--- src/rtl/enemy_tank_ctrl.sv ---
// enemy_tank_ctrl: one enemy tank. It spawns when enabled, drives forward
// on each slow tick, reverses at the playfield edges, turns at random every
// DIR_HOLD clear moves, dies on a hit and respawns after RESPAWN_TICKS ticks.
// Ports:
//   clk, rst_n             system clock, async active-low reset
//   clk_4Hz                slow square wave (async to clk), one move per rise
//   tank_en                level enable from the tank generator
//   hit                    one-cycle bullet collision pulse
//   tank_x, tank_y         position
//   tank_dir               0 up, 1 down, 2 left, 3 right
//   tank_alive             drawn / collidable (state MOVE)
//   tank_destroyed         one-cycle pulse on kill
module enemy_tank_ctrl #(
  parameter logic [10:0] X_INIT        = 11'd64,
  parameter logic [10:0] Y_INIT        = 11'd32,
  parameter logic [10:0] X_MAX         = 11'd608,
  parameter logic [10:0] Y_MAX         = 11'd448,
  parameter logic [10:0] STEP          = 11'd4,
  parameter logic [3:0]  DIR_HOLD      = 4'd8,
  parameter logic [3:0]  RESPAWN_TICKS = 4'd8,
  parameter logic [7:0]  SEED          = 8'hA5
) (
  input  logic        clk,
  input  logic        rst_n,
  input  logic        clk_4Hz,
  input  logic        tank_en,
  input  logic        hit,
  output logic [10:0] tank_x,
  output logic [10:0] tank_y,
  output logic [1:0]  tank_dir,
  output logic        tank_alive,
  output logic        tank_destroyed
);

  typedef enum logic [1:0] {IDLE, SPAWN, MOVE, DEAD} state_t;

  state_t      state_q, state_d;
  logic [10:0] x_q, x_d, y_q, y_d;
  logic [1:0]  dir_q, dir_d;
  logic [3:0]  hold_q, hold_d, dead_q, dead_d;
  logic        destr_q, destr_d;
  logic        s1_q, s2_q, hist_q;
  logic [7:0]  lfsr_q, lfsr_d;
  logic        tick, blocked;

  // Two-flop synchronizer plus history flop; tick is one clk cycle per rise.
  assign tick = s2_q & ~hist_q;

  // x^8+x^6+x^5+x^4+1, free-running in every state.
  assign lfsr_d = {lfsr_q[6:0], lfsr_q[7] ^ lfsr_q[5] ^ lfsr_q[4] ^ lfsr_q[3]};

  // Edge test in 11-bit unsigned arithmetic.
  always_comb begin
    blocked = 1'b0;
    unique case (dir_q)
      2'd0: blocked = (y_q < STEP);
      2'd1: blocked = ((y_q + STEP) > Y_MAX);
      2'd2: blocked = (x_q < STEP);
      2'd3: blocked = ((x_q + STEP) > X_MAX);
      default: blocked = 1'b0;
    endcase
  end

  always_comb begin
    state_d = state_q;
    x_d     = x_q;
    y_d     = y_q;
    dir_d   = dir_q;
    hold_d  = hold_q;
    dead_d  = dead_q;
    destr_d = 1'b0;
    unique case (state_q)
      IDLE: if (tank_en) state_d = SPAWN;
      SPAWN: begin
        x_d     = X_INIT;
        y_d     = Y_INIT;
        dir_d   = 2'd1;
        hold_d  = '0;
        dead_d  = '0;
        state_d = MOVE;
      end
      MOVE: begin
        // hit outranks both a falling enable and a same-cycle tick
        if (hit) begin
          state_d = DEAD;
          destr_d = 1'b1;
          dead_d  = '0;
        end else if (!tank_en) begin
          state_d = IDLE;
        end else if (tick) begin
          if (blocked) begin
            dir_d  = dir_q ^ 2'b01;
            hold_d = '0;
          end else begin
            unique case (dir_q)
              2'd0: y_d = y_q - STEP;
              2'd1: y_d = y_q + STEP;
              2'd2: x_d = x_q - STEP;
              2'd3: x_d = x_q + STEP;
              default: ;
            endcase
            if (hold_q == DIR_HOLD - 4'd1) begin
              dir_d  = lfsr_q[1:0];
              hold_d = '0;
            end else begin
              hold_d = hold_q + 4'd1;
            end
          end
        end
      end
      DEAD: begin
        // enable is only consulted once the full wait has elapsed
        if (tick) begin
          if (dead_q == RESPAWN_TICKS - 4'd1) begin
            dead_d  = '0;
            state_d = tank_en ? SPAWN : IDLE;
          end else begin
            dead_d = dead_q + 4'd1;
          end
        end
      end
      default: state_d = IDLE;
    endcase
  end

  always_ff @(posedge clk or negedge rst_n) begin
    if (!rst_n) begin
      state_q <= IDLE;
      x_q     <= X_INIT;
      y_q     <= Y_INIT;
      dir_q   <= 2'd1;
      hold_q  <= '0;
      dead_q  <= '0;
      destr_q <= 1'b0;
      s1_q    <= 1'b0;
      s2_q    <= 1'b0;
      hist_q  <= 1'b0;
      lfsr_q  <= SEED;
    end else begin
      state_q <= state_d;
      x_q     <= x_d;
      y_q     <= y_d;
      dir_q   <= dir_d;
      hold_q  <= hold_d;
      dead_q  <= dead_d;
      destr_q <= destr_d;
      s1_q    <= clk_4Hz;
      s2_q    <= s1_q;
      hist_q  <= s2_q;
      lfsr_q  <= lfsr_d;
    end
  end

  assign tank_x         = x_q;
  assign tank_y         = y_q;
  assign tank_dir       = dir_q;
  assign tank_alive     = (state_q == MOVE);
  assign tank_destroyed = destr_q;

endmodule

--- config.mk ---
export PLATFORM = sky130hd
export DESIGN_NAME = enemy_tank_ctrl
export DESIGN_NICKNAME = d
export VERILOG_FILES = /design/src/rtl/enemy_tank_ctrl.sv
export SDC_FILE = /design/constraint.sdc
export NUM_CORES = 1
export LEC_CHECK = 0
export CAP_MARGIN = 20
export CELL_PAD_IN_SITES_DETAIL_PLACEMENT = 0
export CELL_PAD_IN_SITES_GLOBAL_PLACEMENT = 2
export CORE_ASPECT_RATIO = 1.2
export CORE_MARGIN = 2
export CORE_UTILIZATION = 36
export CTS_BUF_LIST = sky130_fd_sc_hd__clkbuf_2 sky130_fd_sc_hd__clkbuf_4 sky130_fd_sc_hd__clkbuf_8
export CTS_CLUSTER_SIZE = 16
export DETAILED_ROUTE_END_ITERATION = 7
export GPL_TIMING_DRIVEN = 0
export HOLD_SLACK_MARGIN = 0.05
export PLACE_DENSITY_LB_ADDON = 0.1
export SYNTH_ARGS = -nofsm -noshare
export SYNTH_HDL_FRONTEND = slang
export SYNTH_SLANG_ARGS = --single-unit
--- constraint.sdc ---
create_clock -name clk -period 3 [get_ports clk]
set_clock_uncertainty 0.1 [all_clocks]
set_input_delay 0.6 -clock clk [delete_from_list [all_inputs] [get_ports clk]]
set_output_delay 0.6 -clock clk [all_outputs]
set_load 0.02 [all_outputs]
run_1/met1.png
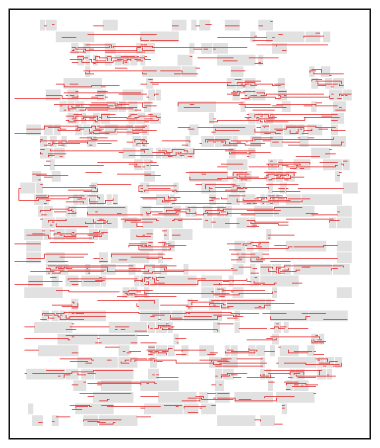
334 nets have wire on it. The layer holds 47% of the routed length. The longest straight run is 22.1 um. The layer carries 3370 um of wire. The wires run mostly horizontal.

run_1/met2.png
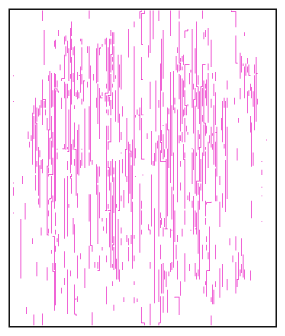
The layer holds 48% of the routed length. 308 nets have wire on it.

run_1/met3.png
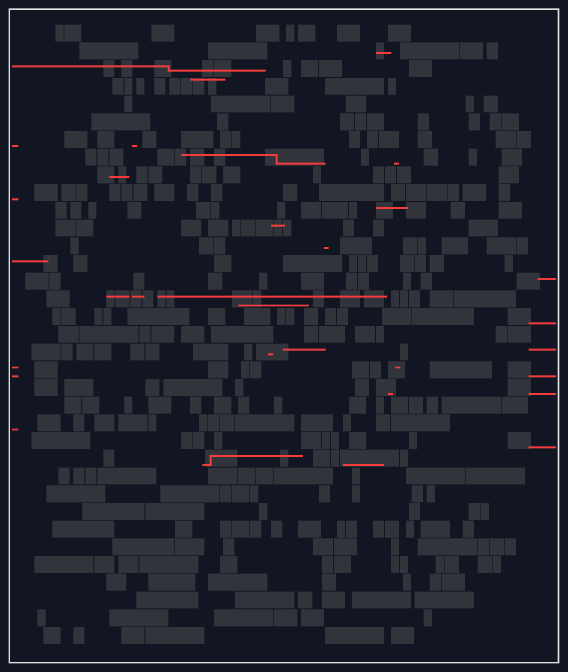
The longest straight run is 35.0 um. The wires run mostly horizontal. The layer holds 2.6% of the routed length. 25 nets have wire on it.

==> changes_impl.md, run 1 <==
### Metrics

- Top area cells in the synthesized netlist: sky130_fd_sc_hd__dfrtp_1 (32%), sky130_fd_sc_hd__dfstp_2 (6.6%), sky130_fd_sc_hd__o21ai_0 (4.3%)
- Worst endpoint data arrival time: 2.12 ns
- Lkg Pwr: about 1.4 nW
- Well-tap cell count: between 90 and 100
- Worst path max stage delay: roughly 0.64 ns
- Number of setup violations in the final report: 0
- Flip-flops with a built-in enable: 0
- Average cell area after synthesis: roughly 8.6 um^2
- Clock slew at the register clock pins of the worst setup and hold paths: 0.09 ns
- Total Nets Final: 375
- Worst-case setup margin in the final layout: 0.181 ns
- Non-clk invs: 9
- Initial core utilization: 0.366
- Multiplexer share of the synthesized area: 0.0181
- Worst endpoint required time: 2.30 ns
- Layout cell share with drive strength beyond 1: 0.140
- Later-pin clock latency in the skew report: approximately 0.31 ns
- Flop count: 42
- Sort of element at the start of the critical path: register
- Final hold viol count: 0
- Relative area change from synthesis to final layout: 19.3%
- Area share of buffers outside the clock network: 0.138
- Seq pwr share: 0.389
- TritonCTS clock tree: yes
- Yosys stat chip area: 2770 um^2
- Multi-input combinational area share: 0.467
- Met3 track demand over resource in global routing: 0.0271
- Terminus of the critical flop-to-flop path: tank_y[8]
- Clock network power share: 0.237
- Cell type of the slowest stage on the worst timing path: sky130_fd_sc_hd__clkdlybuf4s50_1
- Total buffers and inverters traversed by the critical path: 5
- Synthesized-area fraction occupied by xor and xnor cells: 0.0284
- Worst setup path start: state_q[0]
- Reported max-cap violation count: 0
- Vias per std cell: 5.51
- Synth Instances: approximately 320
- Switching Power: ~0.73 mW
- Sequential cell area: 1060 um^2
- DP HPWL: 5.15 mm
- Post-synthesis instance area: 2770 um^2
- Outcome: finished, final reports clean
- Number of logic stages on the critical path including buffering: 6
- Met2 Routed Length: 3.48 mm
- Register bit total from synthesis: 42
- AO/OA Area Share: 0.195
- Most popular library cell in the synthesized design by count: sky130_fd_sc_hd__dfrtp_1
- Area-dominant class: multi-input combinational cells
- Yosys warns: 0
- Buffers from clock root to sink, at most: 2
==> inputs of run 2 (changes only) <==
- CORE_MARGIN: 2 -> 3
- GPL_ROUTABILITY_DRIVEN: not set -> 1
run_2/met2.png
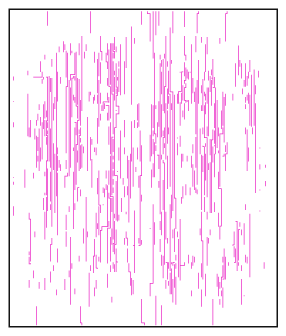
The longest straight run is 48.6 um. The layer holds 51% of the routed length. The wires run mostly vertical. The layer carries 3610 um of wire.

run_2/met3.png
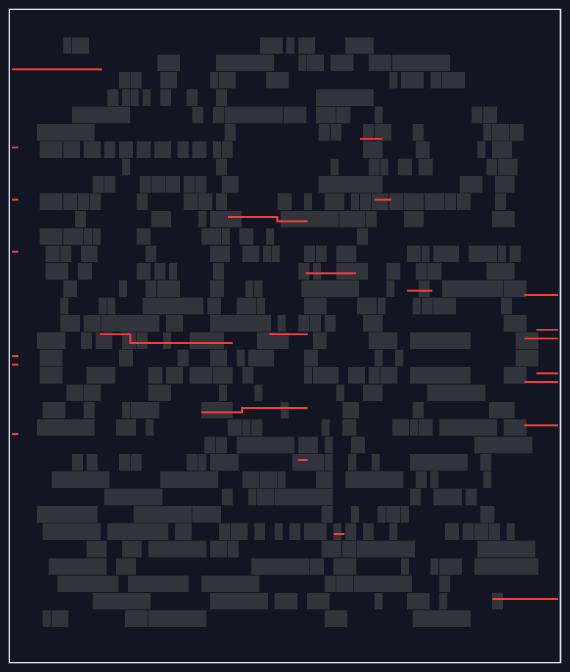
The longest straight run is 15.9 um. The layer carries 131 um of wire. The layer holds 1.8% of the routed length.

==> changes_impl.md, run 2 <==
### Metrics

- Outcome: finished, final reports clean
- Switching Power: 0.725 mW (-0.73%)
- Register bit total from synthesis: 42 (unchanged)
- Terminus of the critical flop-to-flop path: tank_y[7]
- Worst endpoint required time: 3.14 ns (+0.84 ns)
- DP HPWL: 5.18 mm (+0.48%)
- Worst path max stage delay: 0.52 ns (-0.12 ns)
- Flip-flops with a built-in enable: 0 (unchanged)
- Relative area change from synthesis to final layout: 19.3% (unchanged)
- Area-dominant class: multi-input combinational cells
- Multiplexer share of the synthesized area: 0.0181 (unchanged)
- Reported max-cap violation count: 0 (unchanged)
- Well-tap cell count: 90 (-2.2%)
- Total buffers and inverters traversed by the critical path: 2 (-3)
- Top area cells in the synthesized netlist: sky130_fd_sc_hd__dfrtp_1 (32%), sky130_fd_sc_hd__dfstp_2 (6.6%), sky130_fd_sc_hd__o21ai_0 (4.3%)
- TritonCTS clock tree: yes
- Worst-case setup margin in the final layout: 0.203 ns (+0.0227 ns)
- Number of logic stages on the critical path including buffering: 10 (+4)
- Clock network power share: 0.236 (about the same)
- Final hold viol count: 0 (unchanged)
- Layout cell share with drive strength beyond 1: 0.138 (-0.00237)
- Post-synthesis instance area: 2770 um^2 (unchanged)
- Worst setup path start: tank_y[2]
- Initial core utilization: 0.377 (+0.0108)
- Later-pin clock latency in the skew report: 0.31 ns (about the same)
- Average cell area after synthesis: 8.63 um^2 (unchanged)
- Vias per std cell: 5.49 (-0.38%)
- Total Nets Final: 374 (-0.27%)
- Sort of element at the start of the critical path: register
- Met3 track demand over resource in global routing: 0.0250 (-0.00214)
- Yosys stat chip area: 2770 um^2 (unchanged)
- Seq pwr share: 0.391 (+0.002)
- Multi-input combinational area share: 0.467 (unchanged)
- AO/OA Area Share: 0.195 (unchanged)
- Sequential cell area: 1060 um^2 (unchanged)
- Most popular library cell in the synthesized design by count: sky130_fd_sc_hd__dfrtp_1
- Synthesized-area fraction occupied by xor and xnor cells: 0.0284 (unchanged)
==> inputs of run 3 (changes only) <==
- CTS_CLUSTER_SIZE: 16 -> not set
run_3/met2.png
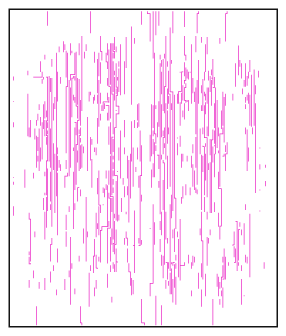
The longest straight run is 48.6 um. The layer carries 3610 um of wire. 314 nets have wire on it. The wires run mostly vertical.

run_3/final_congestion.png
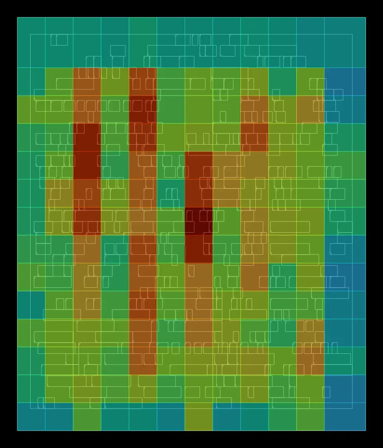
total global-route track usage: 0.171
Top Usage Layer GRT: met2
global routing usage on met2: 0.310

==> changes_impl.md, run 3 <==
### Metrics

- TritonCTS clock tree: yes
- R2R Path Start: tank_y[2]
- Number of CTS-inserted buffers: 5
- Synthesized-area fraction occupied by xor and xnor cells: 0.0284 (unchanged)
- Area fraction of the dominant cell type after synthesis: 0.316
- Number of setup violations in the final report: 0
- Top area cells in the synthesized netlist: sky130_fd_sc_hd__dfrtp_1 (32%), sky130_fd_sc_hd__dfstp_2 (6.6%), sky130_fd_sc_hd__o21ai_0 (4.3%)
- Outcome: finished, final reports clean
- Average cell area after synthesis: 8.63 um^2 (unchanged)
- Register bit total from synthesis: 42 (unchanged)
- Worst path max stage delay: 0.52 ns (about the same)
- Sequential cell area: 1060 um^2 (unchanged)
- Later-pin clock latency in the skew report: 0.31 ns (about the same)
- Relative slew slack: 0.495
- Reported max-cap violation count: 0 (unchanged)
- Worst endpoint data arrival time: 2.94 ns
- Met3 track demand over resource in global routing: 0.0250 (unchanged)
- Worst-case setup margin in the final layout: 0.203 ns (unchanged)
- Worst setup endpoint: tank_y[7]
- DP HPWL: 5.18 mm (unchanged)
- Worst Reg-to-Reg Cells: 10
- Total Nets Final: 374 (unchanged)
- Worst setup path start: tank_y[2]
- Flip-flops with a built-in enable: 0 (unchanged)
- Vias per std cell: 5.49 (unchanged)
- Clock network power share: 0.236 (about the same)
- Initial core utilization: 0.377 (unchanged)
- Seq pwr share: 0.391 (about the same)
- Final hold viol count: 0 (unchanged)
- Post-synthesis instance area: 2770 um^2 (unchanged)
- Area-dominant class: multi-input combinational cells
- Sort of element at the start of the critical path: register
- AO/OA Area Share: 0.195 (unchanged)
- Total buffers and inverters traversed by the critical path: 2 (unchanged)
- Multiplexer share of the synthesized area: 0.0181 (unchanged)
- Number of logic stages on the critical path including buffering: 10 (unchanged)
- Most popular library cell in the synthesized design by count: sky130_fd_sc_hd__dfrtp_1
- Switching Power: 0.725 mW (unchanged)
- Yosys stat chip area: 2770 um^2 (unchanged)
- Worst endpoint required time: 3.14 ns (about the same)
Power and IR drop assume default switching activity.
